### src/rtl/clock_display_scan_if.sv
// clock_display_scan_if
// Bundles the time bus (s, m, h, mode, blank) feeding the display scanner
// together with the display drive it produces (an, seg, dp, frame).
//   master : drives the time bus, observes the display drive
//   slave  : the scanner; consumes the time bus, drives the display
interface clock_display_scan_if;
    logic [5:0] s;
    logic [5:0] m;
    logic [4:0] h;
    logic       mode;
    logic       blank;
    logic [5:0] an;
    logic [6:0] seg;
    logic       dp;
    logic       frame;

    modport master (
        output s, m, h, mode, blank,
        input  an, seg, dp, frame
    );

    modport slave (
        input  s, m, h, mode, blank,
        output an, seg, dp, frame
    );
endinterface

### src/rtl/clock_display_scan.sv
// clock_display_scan
// Six-digit common-anode multiplexed seven-segment driver for the time bus.
// Once per frame (6 * SCAN_DIV cycles) the s/m/h fields are snapshotted so a
// frame never mixes two different times; each field is split into two BCD
// digits and one digit is lit per scan period. The separator decimal points
// (digits 2 and 4) show steady in stopwatch mode and blink in clock mode.
// Ports:
//   clk  - system clock, rising edge
//   rst  - asynchronous active-high reset
//   bus  - slave modport: s, m, h, mode, blank in; an, seg, dp, frame out
//          (an/seg/dp active-low, frame one-cycle pulse)
module clock_display_scan #(
    parameter int SCAN_DIV = 1000
) (
    input  logic                 clk,
    input  logic                 rst,
    clock_display_scan_if.slave  bus
);
    localparam int            PW       = $clog2(SCAN_DIV);
    localparam logic [PW-1:0] PRE_MAX  = PW'(SCAN_DIV - 1);
    localparam logic [6:0]    SEG_DASH = 7'b0111111;
    localparam logic [6:0]    SEG_OFF  = 7'b1111111;

    // Active-low {g,f,e,d,c,b,a} pattern for one BCD digit.
    function automatic logic [6:0] seg_code(input logic [3:0] d);
        logic [6:0] c;
        case (d)
            4'd0:    c = 7'b1000000;
            4'd1:    c = 7'b1111001;
            4'd2:    c = 7'b0100100;
            4'd3:    c = 7'b0110000;
            4'd4:    c = 7'b0011001;
            4'd5:    c = 7'b0010010;
            4'd6:    c = 7'b0000010;
            4'd7:    c = 7'b1111000;
            4'd8:    c = 7'b0000000;
            4'd9:    c = 7'b0010000;
            default: c = SEG_OFF;
        endcase
        return c;
    endfunction

    logic [PW-1:0] pre_r;
    logic [2:0]    idx_r;
    logic [4:0]    fcnt_r;
    logic [5:0]    snap_s_r;
    logic [5:0]    snap_m_r;
    logic [4:0]    snap_h_r;
    logic          boundary_d_r;
    logic [5:0]    an_r;
    logic [6:0]    seg_r;
    logic          dp_r;
    logic          frame_r;

    logic          tick_s;
    logic          boundary_s;
    logic [5:0]    field_s;
    logic [5:0]    limit_s;
    logic [3:0]    tens_s;
    logic [3:0]    ones_s;
    logic [3:0]    digit_s;
    logic [5:0]    an_s;
    logic [6:0]    seg_s;
    logic          dp_s;

    // Scan period end and frame boundary detection.
    always_comb begin
        tick_s     = (pre_r == PRE_MAX);
        boundary_s = tick_s && (idx_r == 3'd5);
    end

    // Prescaler, digit index, frame counter and per-frame snapshot.
    always_ff @(posedge clk or posedge rst) begin
        if (rst) begin
            pre_r        <= {PW{1'b0}};
            idx_r        <= 3'd0;
            fcnt_r       <= 5'd0;
            snap_s_r     <= 6'd0;
            snap_m_r     <= 6'd0;
            snap_h_r     <= 5'd0;
            boundary_d_r <= 1'b0;
        end else begin
            if (tick_s) begin
                pre_r <= {PW{1'b0}};
                idx_r <= (idx_r == 3'd5) ? 3'd0 : idx_r + 3'd1;
            end else begin
                pre_r <= pre_r + PW'(1);
            end
            if (boundary_s) begin
                snap_s_r <= bus.s;
                snap_m_r <= bus.m;
                snap_h_r <= bus.h;
                fcnt_r   <= fcnt_r + 5'd1;
            end
            boundary_d_r <= boundary_s;
        end
    end

    // Select the field for the current digit, split it into BCD, encode it.
    always_comb begin
        field_s = 6'd0;
        limit_s = 6'd59;
        case (idx_r)
            3'd0, 3'd1: begin
                field_s = snap_s_r;
                limit_s = 6'd59;
            end
            3'd2, 3'd3: begin
                field_s = snap_m_r;
                limit_s = 6'd59;
            end
            3'd4, 3'd5: begin
                field_s = {1'b0, snap_h_r};
                limit_s = 6'd23;
            end
            default: begin
                field_s = 6'd0;
                limit_s = 6'd59;
            end
        endcase
        tens_s = 4'(field_s / 6'd10);
        ones_s = 4'(field_s % 6'd10);
        // Odd index positions carry the tens digit.
        if (idx_r[0]) begin
            digit_s = tens_s;
        end else begin
            digit_s = ones_s;
        end
        // An out-of-range field shows dashes on both of its digits.
        if (field_s > limit_s) begin
            seg_s = SEG_DASH;
        end else begin
            seg_s = seg_code(digit_s);
        end
        an_s = ~(6'b000001 << idx_r);
        // Separator dots sit on the ones digits of minutes and hours.
        if ((idx_r == 3'd2) || (idx_r == 3'd4)) begin
            if (bus.mode) begin
                dp_s = ~fcnt_r[4];
            end else begin
                dp_s = 1'b0;
            end
        end else begin
            dp_s = 1'b1;
        end
    end

    // Registered display drive. frame is delayed one extra cycle so that it
    // coincides with digit 0 of the fresh snapshot appearing on an/seg.
    always_ff @(posedge clk or posedge rst) begin
        if (rst) begin
            an_r    <= 6'b111111;
            seg_r   <= SEG_OFF;
            dp_r    <= 1'b1;
            frame_r <= 1'b0;
        end else begin
            if (bus.blank) begin
                an_r  <= 6'b111111;
                seg_r <= SEG_OFF;
                dp_r  <= 1'b1;
            end else begin
                an_r  <= an_s;
                seg_r <= seg_s;
                dp_r  <= dp_s;
            end
            frame_r <= boundary_d_r;
        end
    end

    assign bus.an    = an_r;
    assign bus.seg   = seg_r;
    assign bus.dp    = dp_r;
    assign bus.frame = frame_r;
endmodule

### src/flat_wrapper.sv
// flat-port wrapper written by rule: the top's interface ports become plain ports
module clock_display_scan_flat 
#(
    parameter int SCAN_DIV = 1000
)
  (clk, rst, bus_s, bus_m, bus_h, bus_mode, bus_blank, bus_an, bus_seg, bus_dp, bus_frame);
  clock_display_scan_if bus_i ();
  input  logic clk;
  input  logic rst;
  input wire logic [$bits(bus_i.s)-1:0] bus_s;
  input wire logic [$bits(bus_i.m)-1:0] bus_m;
  input wire logic [$bits(bus_i.h)-1:0] bus_h;
  input wire logic [$bits(bus_i.mode)-1:0] bus_mode;
  input wire logic [$bits(bus_i.blank)-1:0] bus_blank;
  output wire logic [$bits(bus_i.an)-1:0] bus_an;
  output wire logic [$bits(bus_i.seg)-1:0] bus_seg;
  output wire logic [$bits(bus_i.dp)-1:0] bus_dp;
  output wire logic [$bits(bus_i.frame)-1:0] bus_frame;
  assign bus_i.s = bus_s;
  assign bus_i.m = bus_m;
  assign bus_i.h = bus_h;
  assign bus_i.mode = bus_mode;
  assign bus_i.blank = bus_blank;
  assign bus_an = bus_i.an;
  assign bus_seg = bus_i.seg;
  assign bus_dp = bus_i.dp;
  assign bus_frame = bus_i.frame;
  clock_display_scan #(.SCAN_DIV(SCAN_DIV)) u_core (.clk(clk), .rst(rst), .bus(bus_i));
endmodule
### config.mk
export PLATFORM = sky130hd
export DESIGN_NAME = clock_display_scan_flat
export DESIGN_NICKNAME = d
export VERILOG_FILES = /design/src/rtl/clock_display_scan_if.sv /design/src/rtl/clock_display_scan.sv /design/src/flat_wrapper.sv
export SDC_FILE = /design/constraint.sdc
export NUM_CORES = 1
export LEC_CHECK = 0
export CAP_MARGIN = 20
export CORE_MARGIN = 5
export CORE_UTILIZATION = 58
export CTS_BUF_LIST = sky130_fd_sc_hd__clkbuf_4
export CTS_CLUSTER_DIAMETER = 150
export DETAILED_ROUTE_END_ITERATION = 7
export GPL_TIMING_DRIVEN = 0
export PLACE_DENSITY_LB_ADDON = 0.12
export SYNTH_ARGS = -nofsm -noshare
export SYNTH_HDL_FRONTEND = slang
export SYNTH_SLANG_ARGS = --single-unit
### constraint.sdc
create_clock -name clk -period 4.6 [get_ports clk]
set_input_delay 1.15 -clock clk [delete_from_list [all_inputs] [get_ports clk]]
set_output_delay 1.15 -clock clk [all_outputs]
set_load 0.1 [all_outputs]
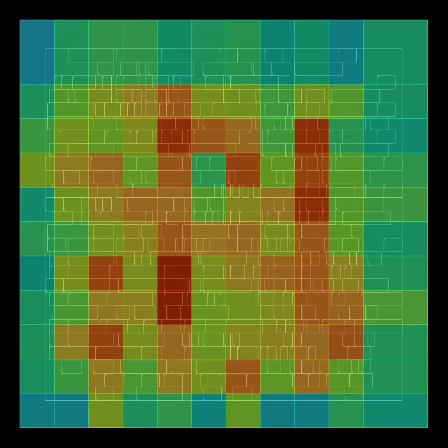
*Track usage over the die, run 1*
wire length per cell: 15.0 um
met1 Track Usage GR: 0.258

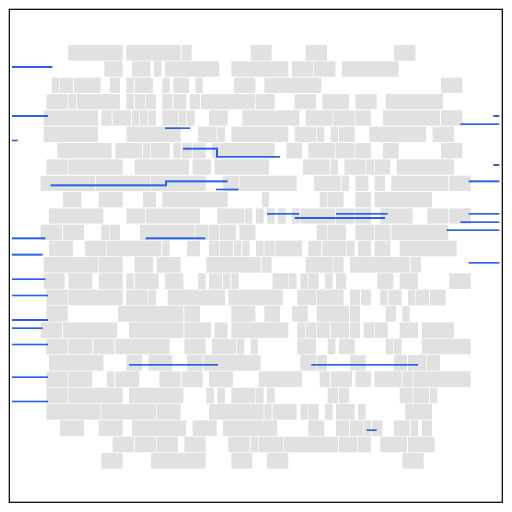
*Signal wires on met3, run 1*
(6 px per um) Cells faint in the background.
nets with wire on the layer: 27
longest straight run: 19.1 um
Total Routed Length: 5920 um
vias: 2,228
GR Util met3: 0.0362

==> flow_metrics.env, run 1 <==
# physical design summary
export IMPL_tns_ns=0
export IMPL_syn_num_nets=313
export IMPL_sh_seq_area=0.362
export IMPL_fp_utilization=0.591
export IMPL_combPwrFrac=0.073
export IMPL_whs_ns=0.382
export IMPL_die_h_um=81.9
export IMPL_numCtsBuffers=5
export IMPL_ant_nets=0
export IMPL_synth_avg_cell_area_sq_um=10.8
export IMPL_rsz0062_at_grt="no"
export IMPL_switching_share=0.224
export IMPL_topCellsByArea="dfrtp_1 31%, dfstp_2 12%, mux2_2 7.1%"
export IMPL_routed_top_layer="met4"
export IMPL_p_leak_nw=1.52
export IMPL_warnings=30
export IMPL_clock_fmax_ghz=0.240
export IMPL_htreeDepth=2
export IMPL_clk_share=0.0304
export IMPL_hold_depth=0
export IMPL_nets=357
export IMPL_compound_area_frac=0.190
export IMPL_met3_length_um=224
export IMPL_finalNonFillerCells=394
export IMPL_layout_top_cells="36 x dfrtp_1, 35 x clkdlybuf4s50_1, 24 x nand2_1"
export IMPL_final_setup_worst_slack_ns=0.430
export IMPL_cts_setup_buffers=0
export IMPL_buffers=51
export IMPL_status="finished, final reports clean"
export IMPL_seqPwrFrac=0.543
export IMPL_r2r_setup_slack_ns=0.43
export IMPL_p_sw_mw=0.188
export IMPL_endpoint_kind="flip-flop"
export IMPL_vias_per_cell=5.65
export IMPL_rr_endpoint="u_core.bus.seg[0]$_DFF_PP1_"
export IMPL_p_per_area_mw_per_mm2=234
export IMPL_drcViolationCount=0
export IMPL_internal_power_mw=0.650
export IMPL_regToRegStartpoint="u_core.idx_r[0]$_DFFE_PP0N_"
export IMPL_place_inst=385
export IMPL_comb_share=0.436
export IMPL_powerComb_mw=0.0613
export IMPL_num_tap_cells=70
export IMPL_ys_seq_elements=51
export IMPL_clkTransAtPathRegs_ns=0.16
export IMPL_grt_busiest_layer="met2"
export IMPL_mux_share=0.106
export IMPL_seq_cell_count=51
export IMPL_dp_slack_ns=-0.0402
export IMPL_maxPowerGroup="registers"
export IMPL_die_w_um=81.9
export IMPL_ys_sh_adder=0.0542
export IMPL_grt_max_degree=36
export IMPL_clkPwrFrac=0.384
export IMPL_xor_area_frac=0.0379
export IMPL_overflow=0
export IMPL_worstSetupPathType="reg2reg"
export IMPL_chip_area_sq_mm=0.00671
export IMPL_hold_viol=0
export IMPL_grt_pass1_vias=2205
export IMPL_utilization=0.706
export IMPL_crit_path_frequent_cell="ha_1"
export IMPL_async_flop_share=1.00
export IMPL_total_power_mw=0.838
export IMPL_synth_top_cell_by_count="dfrtp_1"
export IMPL_clock_latency_ns=0.38
export IMPL_cp_slowest_cell="dfrtp_2"
export IMPL_yosys_area_share_simple=0.133
export IMPL_cts_tree="done"
export IMPL_min_to="u_core.bus.frame$_DFF_PP0_"
export IMPL_dp_hpwl_um=4470
export IMPL_crit_path_start="u_core.idx_r[0]$_DFFE_PP0N_"
export IMPL_holdBufCountCts=0
export IMPL_crit_cells=18
export IMPL_top_cell_area_share=0.309
export IMPL_clk_path_buf_depth=2
export IMPL_critical_path_max_stage_delay_ns=0.51
export IMPL_syn_inst=279
export IMPL_drt_met1_wl_um=2630
export IMPL_post_dp_cell_area_sq_mm=0.00346
export IMPL_antenna_found_initial=0
export IMPL_ff_type="dfrtp_1"
export IMPL_logic_gates=197
export IMPL_inverters_excl_clock=17
export IMPL_common_cells="37 x dfrtp_1, 24 x nand2_1, 20 x nor2_1"
export IMPL_period_needed_ns=4.17
export IMPL_critPathRequiredTime_ns=4.91
export IMPL_critPathLaunchType="flip-flop"
export IMPL_path_buffers=3
export IMPL_hold_start="u_core.boundary_d_r$_DFF_PP0_"
export IMPL_io_buffers=35
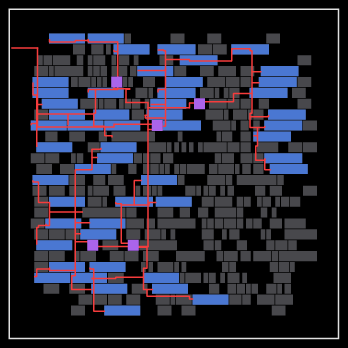
*Routed clock nets over the placement, run 1*
(4 px per um)
legend:
  clock drivers:
    colour: purple
    count: 5
  flip-flops:
    colour: blue
    count: 51
  clock wires:
    colour: red
    length: 559 um
routed clock nets: 6
final setup skew: 0.0124 ns
clk pwr: 0.322 mW

==> inputs of run 2 (changes only) <==
--- a/config.mk
+++ b/config.mk
@@ -7,7 +7,7 @@
 export LEC_CHECK = 0
 export CAP_MARGIN = 20
 export CORE_MARGIN = 5
-export CORE_UTILIZATION = 58
+export CORE_UTILIZATION = 51
 export CTS_BUF_LIST = sky130_fd_sc_hd__clkbuf_4
 export CTS_CLUSTER_DIAMETER = 150
 export DETAILED_ROUTE_END_ITERATION = 7
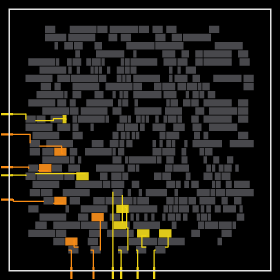
*Wires at chosen ports, followed through buffers, run 2*
(3 px per um)
legend:
  bus_h:
    colour: orange
    bits: 5
    direction: input
    edge: 3 west, 2 south
    end_cells: 5
    buffers: 5
    wire: 71.7 um
  bus_m:
    colour: yellow
    bits: 6
    direction: input
    edge: 4 south, 2 west
    end_cells: 6
    buffers: 6
    wire: 121 um
Port Buf Inserts: 35
io pins: 36

==> run 2 against run 1 <==
Die size up 12%. Core utilization down 9.7 points. Via count down 1.2%. Clock-buffer cell count up 1. Fmax down 1.5%. Combinational power about the same. Routed wire length down 0.69%. Synthesized cell count unchanged. Clock skew down 0.00098 ns. Design area down 1.2%. Critical path depth down 1. Global-route usage down 2.3 points.
==> flow_metrics.env, run 2 <==
# physical design summary
export IMPL_clock_latency_ns=0.37
export IMPL_sh_seq_area=0.366
export IMPL_path_buffers=2
export IMPL_regToRegStartpoint="u_core.idx_r[0]$_DFFE_PP0N_"
export IMPL_syn_num_nets=313
export IMPL_powerComb_mw=0.0613
export IMPL_switching_share=0.244
export IMPL_combPwrFrac=0.085
export IMPL_cts_setup_buffers=0
export IMPL_critPathRequiredTime_ns=4.89
export IMPL_p_per_area_mw_per_mm2=203
export IMPL_dp_hpwl_um=4450
export IMPL_compound_area_frac=0.190
export IMPL_crit_path_start="u_core.idx_r[0]$_DFFE_PP0N_"
export IMPL_drt_met1_wl_um=2740
export IMPL_met3_length_um=211
export IMPL_synth_avg_cell_area_sq_um=10.8
export IMPL_comb_share=0.441
export IMPL_syn_inst=279
export IMPL_use_met3=0.0371
export IMPL_ys_seq_elements=51
export IMPL_rsz0062_at_grt="no"
export IMPL_warnings=30
export IMPL_fill_cells=536
export IMPL_clkPwrFrac=0.282
export IMPL_cts_tree="done"
export IMPL_final_setup_worst_slack_ns=0.368
export IMPL_common_cells="37 x dfrtp_1, 24 x nand2_1, 20 x nor2_1"
export IMPL_synth_top_cell_by_count="dfrtp_1"
export IMPL_min_to="u_core.bus.frame$_DFF_PP0_"
export IMPL_overflow=0
export IMPL_finalClockSkew_ns=0.0114
export IMPL_yosys_area_share_simple=0.133
export IMPL_grt_busiest_layer="met2"
export IMPL_die_w_um=86.7
export IMPL_hold_start="u_core.boundary_d_r$_DFF_PP0_"
export IMPL_utilization=0.608
export IMPL_ant_nets=0
export IMPL_top_cell_area_share=0.309
export IMPL_whs_ns=0.376
export IMPL_cp_top_family="AND-OR/OR-AND gates"
export IMPL_post_dp_cell_area_sq_mm=0.00346
export IMPL_inverters_excl_clock=17
export IMPL_async_flop_share=1.00
export IMPL_clkTransAtPathRegs_ns=0.14
export IMPL_status="finished, final reports clean"
export IMPL_nets=357
export IMPL_p_sw_mw=0.175
export IMPL_crit_cells=17
export IMPL_logic_area_sq_mm=0.00156
export IMPL_use_met1=0.228
export IMPL_internal_power_mw=0.543
export IMPL_wl_um=5880
export IMPL_xor_area_frac=0.0379
export IMPL_buffers=51
export IMPL_clk_path_buf_depth=2
export IMPL_place_inst=390
export IMPL_critPathMaxFanout=11
export IMPL_p_leak_nw=1.50
export IMPL_grt_max_degree=33
export IMPL_seqPwrFrac=0.633
export IMPL_clock_fmax_ghz=0.236
export IMPL_topCellsByArea="dfrtp_1 31%, dfstp_2 12%, mux2_2 7.1%"
export IMPL_num_tap_cells=75
export IMPL_tns_ns=0
export IMPL_critPathLaunchType="flip-flop"
export IMPL_seq_cell_count=51
export IMPL_hold_viol=0
export IMPL_ff_type="dfrtp_1"
export IMPL_clk_power_mw=0.203
export IMPL_endpoint_kind="flip-flop"
export IMPL_fp_utilization=0.516
export IMPL_worstSetupPathType="reg2reg"
export IMPL_mux_share=0.106
export IMPL_dp_slack_ns=-0.0528
export IMPL_dr_total_vias=2201
export IMPL_layout_top_cells="36 x dfrtp_1, 35 x clkdlybuf4s50_1, 24 x nand2_1"
export IMPL_grt_pass1_vias=2297
export IMPL_routed_top_layer="met4"
export IMPL_core_sq_mm=0.00582
export IMPL_maxPowerGroup="registers"
export IMPL_total_power_mw=0.719
export IMPL_critical_path_max_stage_delay_ns=0.49
export IMPL_htreeDepth=2
export IMPL_drcViolationCount=0
export IMPL_cts_sinks=51
export IMPL_r2r_setup_slack_ns=0.37
export IMPL_crit_path_frequent_cell="ha_1"
export IMPL_logic_gates=197
export IMPL_die_h_um=86.7
==> inputs of run 3 (changes only) <==
--- a/config.mk
+++ b/config.mk
@@ -13,6 +13,7 @@
 export DETAILED_ROUTE_END_ITERATION = 7
 export GPL_TIMING_DRIVEN = 0
 export PLACE_DENSITY_LB_ADDON = 0.12
+export REMOVE_ABC_BUFFERS = 1
 export SYNTH_ARGS = -nofsm -noshare
 export SYNTH_HDL_FRONTEND = slang
 export SYNTH_SLANG_ARGS = --single-unit
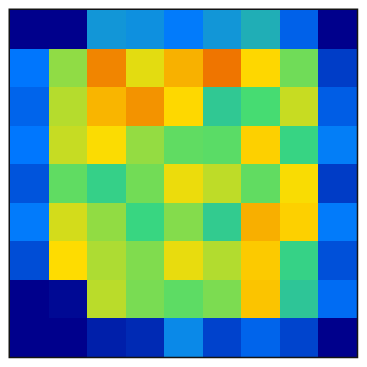
*Local utilization, run 3*
(4 px per um) 9 x 9 tiles, from dark blue (low) to red (high), 0 to 100% covered.
mean over tiles: 45%
tiles over 75% full: 15%
emptiest ninth of the die: south-west
fullest tile: 87%
nearly empty tiles: 9.9%
Final Util: 0.598
core area: 0.00582 sq mm
FP Core Util: 0.516

==> run 3 against run 2 <==
Power increased by 8.1%. Global-route usage down 2.2 points. Register-to-register slack improved by 0.03 ns. Flip-flop count is the same. Design area is 1.7% lower. Setup slack better by 0.029 ns. Highest routed layer unchanged.
==> flow_metrics.env, run 3 <==
# physical design summary
export IMPL_status="finished, final reports clean"
export IMPL_cts_tree="done"
export IMPL_warnings=29
export IMPL_io_buffers=35
export IMPL_finalClockSkew_ns=0.0201
export IMPL_globalRouteMet2Util=0.253
export IMPL_final_setup_worst_slack_ns=0.396
export IMPL_critPathLaunchType="flip-flop"
export IMPL_clkPwrFrac=0.336
export IMPL_combPwrFrac=0.079
export IMPL_clock_latency_ns=0.37
export IMPL_reg2reg_depth=16
export IMPL_worstSetupPathType="reg2reg"
export IMPL_met3_length_um=264
export IMPL_clkTransAtPathRegs_ns=0.16
export IMPL_path_buffers=1
export IMPL_num_tap_cells=75
export IMPL_routabilityCongestion=0.826
export IMPL_cts_resized=0
export IMPL_crit_cells=16
export IMPL_seqPwrFrac=0.586
export IMPL_dr_pass1_iters=4
export IMPL_seq_area_sq_mm=0.00130
export IMPL_rsz0062_at_grt="no"
export IMPL_syn_inst=279
export IMPL_cp_cell_sequence="and2_1, ha_1, nand2_1, o221ai_4, inv_4, ha_1, and2_1, nor2_1, a211oi_1, a21o_1, ha_1, a211o_1, o311ai_4, mux2i_4, xor2_1, o311ai_2"
export IMPL_cp_top_family="AND-OR/OR-AND gates"
export IMPL_yosys_area_share_simple=0.133
export IMPL_nonClkBufAreaFrac=0.107
export IMPL_yosys_cell_types_count=63
export IMPL_n_antenna_cell=0
export IMPL_critPathMaxFanout=20
export IMPL_mux_share=0.106
export IMPL_finalNonFillerCells=384
export IMPL_whs_ns=0.368
export IMPL_buffers=36
export IMPL_drt_met1_wl_um=2620
export IMPL_routed_top_layer="met4"
export IMPL_clk_path_buf_depth=2
export IMPL_comb_share=0.451
export IMPL_top_cell_area_share=0.309
export IMPL_edf_count=0
export IMPL_grt_pass1_vias=2078
export IMPL_seq_power_mw=0.455
export IMPL_die_h_um=86.7
export IMPL_xor_area_frac=0.0379
export IMPL_peakVddDrop_mv=0.140
export IMPL_htreeDepth=2
export IMPL_switching_share=0.238
export IMPL_synth_top_cell_by_count="dfrtp_1"
export IMPL_crit_path_start="u_core.idx_r[0]$_DFFE_PP0N_"
export IMPL_post_dp_cell_area_sq_mm=0.00339
export IMPL_inverters_excl_clock=17
export IMPL_logic_gates=197
export IMPL_rr_endpoint="u_core.bus.seg[6]$_DFF_PP1_"
export IMPL_clock_fmax_ghz=0.238
export IMPL_overflow=0
export IMPL_period_used=0.914
export IMPL_crit_path_frequent_cell="ha_1"
export IMPL_seq_cell_count=51
export IMPL_ys_seq_elements=51
export IMPL_total_power_mw=0.777
export IMPL_use_met3=0.0342
export IMPL_maxPowerGroup="registers"
export IMPL_hold_viol=0
export IMPL_grt_max_degree=36
export IMPL_internal_power_mw=0.592
export IMPL_cts_sinks=51
export IMPL_min_to="u_core.bus.frame$_DFF_PP0_"
export IMPL_fill_cells=544
export IMPL_place_inst=376
export IMPL_critical_path_max_stage_delay_ns=0.61
export IMPL_worstPathArrival_ns=4.48
export IMPL_antenna_found_initial=0
export IMPL_nets=342
export IMPL_critPathRequiredTime_ns=4.87
export IMPL_cp_slowest_cell="dfrtp_2"
export IMPL_clk_power_mw=0.261
export IMPL_ys_sh_adder=0.0542
export IMPL_hold_start="u_core.boundary_d_r$_DFF_PP0_"
export IMPL_ant_nets=0
export IMPL_grt_busiest_layer="met2"
export IMPL_ff_type="dfrtp_1"
export IMPL_wl_um=5550
export IMPL_layout_top_cells="35 x clkdlybuf4s50_1, 34 x dfrtp_1, 24 x nand2_1"
export IMPL_cts_setup_buffers=0
export IMPL_die_w_um=86.7
export IMPL_p_sw_mw=0.185
export IMPL_p_per_area_mw_per_mm2=223
export IMPL_synth_avg_cell_area_sq_um=10.8
export IMPL_dp_slack_ns=0.0728
export IMPL_common_cells="37 x dfrtp_1, 24 x nand2_1, 20 x nor2_1"
export IMPL_use_met1=0.213
export IMPL_largest_reg_flops=10
export IMPL_endpoint_kind="flip-flop"
export IMPL_logic_area_sq_mm=0.00157
export IMPL_final_setup_viol_count=0
export IMPL_compound_area_frac=0.190
export IMPL_powerComb_mw=0.0610
export IMPL_drcViolationCount=0
export IMPL_synth_seq_area_share=0.431
export IMPL_tns_ns=0
export IMPL_topCellsByArea="dfrtp_1 31%, dfstp_2 12%, mux2_2 7.1%"
export IMPL_r2r_setup_slack_ns=0.40
export IMPL_dp_hpwl_um=4030
export IMPL_async_flop_share=1.00
export IMPL_top_level_ports=36
export IMPL_p_leak_nw=1.45
export IMPL_worst_slew_pin_slew_ns=1.00
export IMPL_drive_gt1_frac=0.223
export IMPL_dr_total_vias=2160
export IMPL_rows=28
export IMPL_regToRegStartpoint="u_core.idx_r[0]$_DFFE_PP0N_"
export IMPL_sh_seq_area=0.373
Power figures rest on the tool's default switching activity, not on a simulated workload.
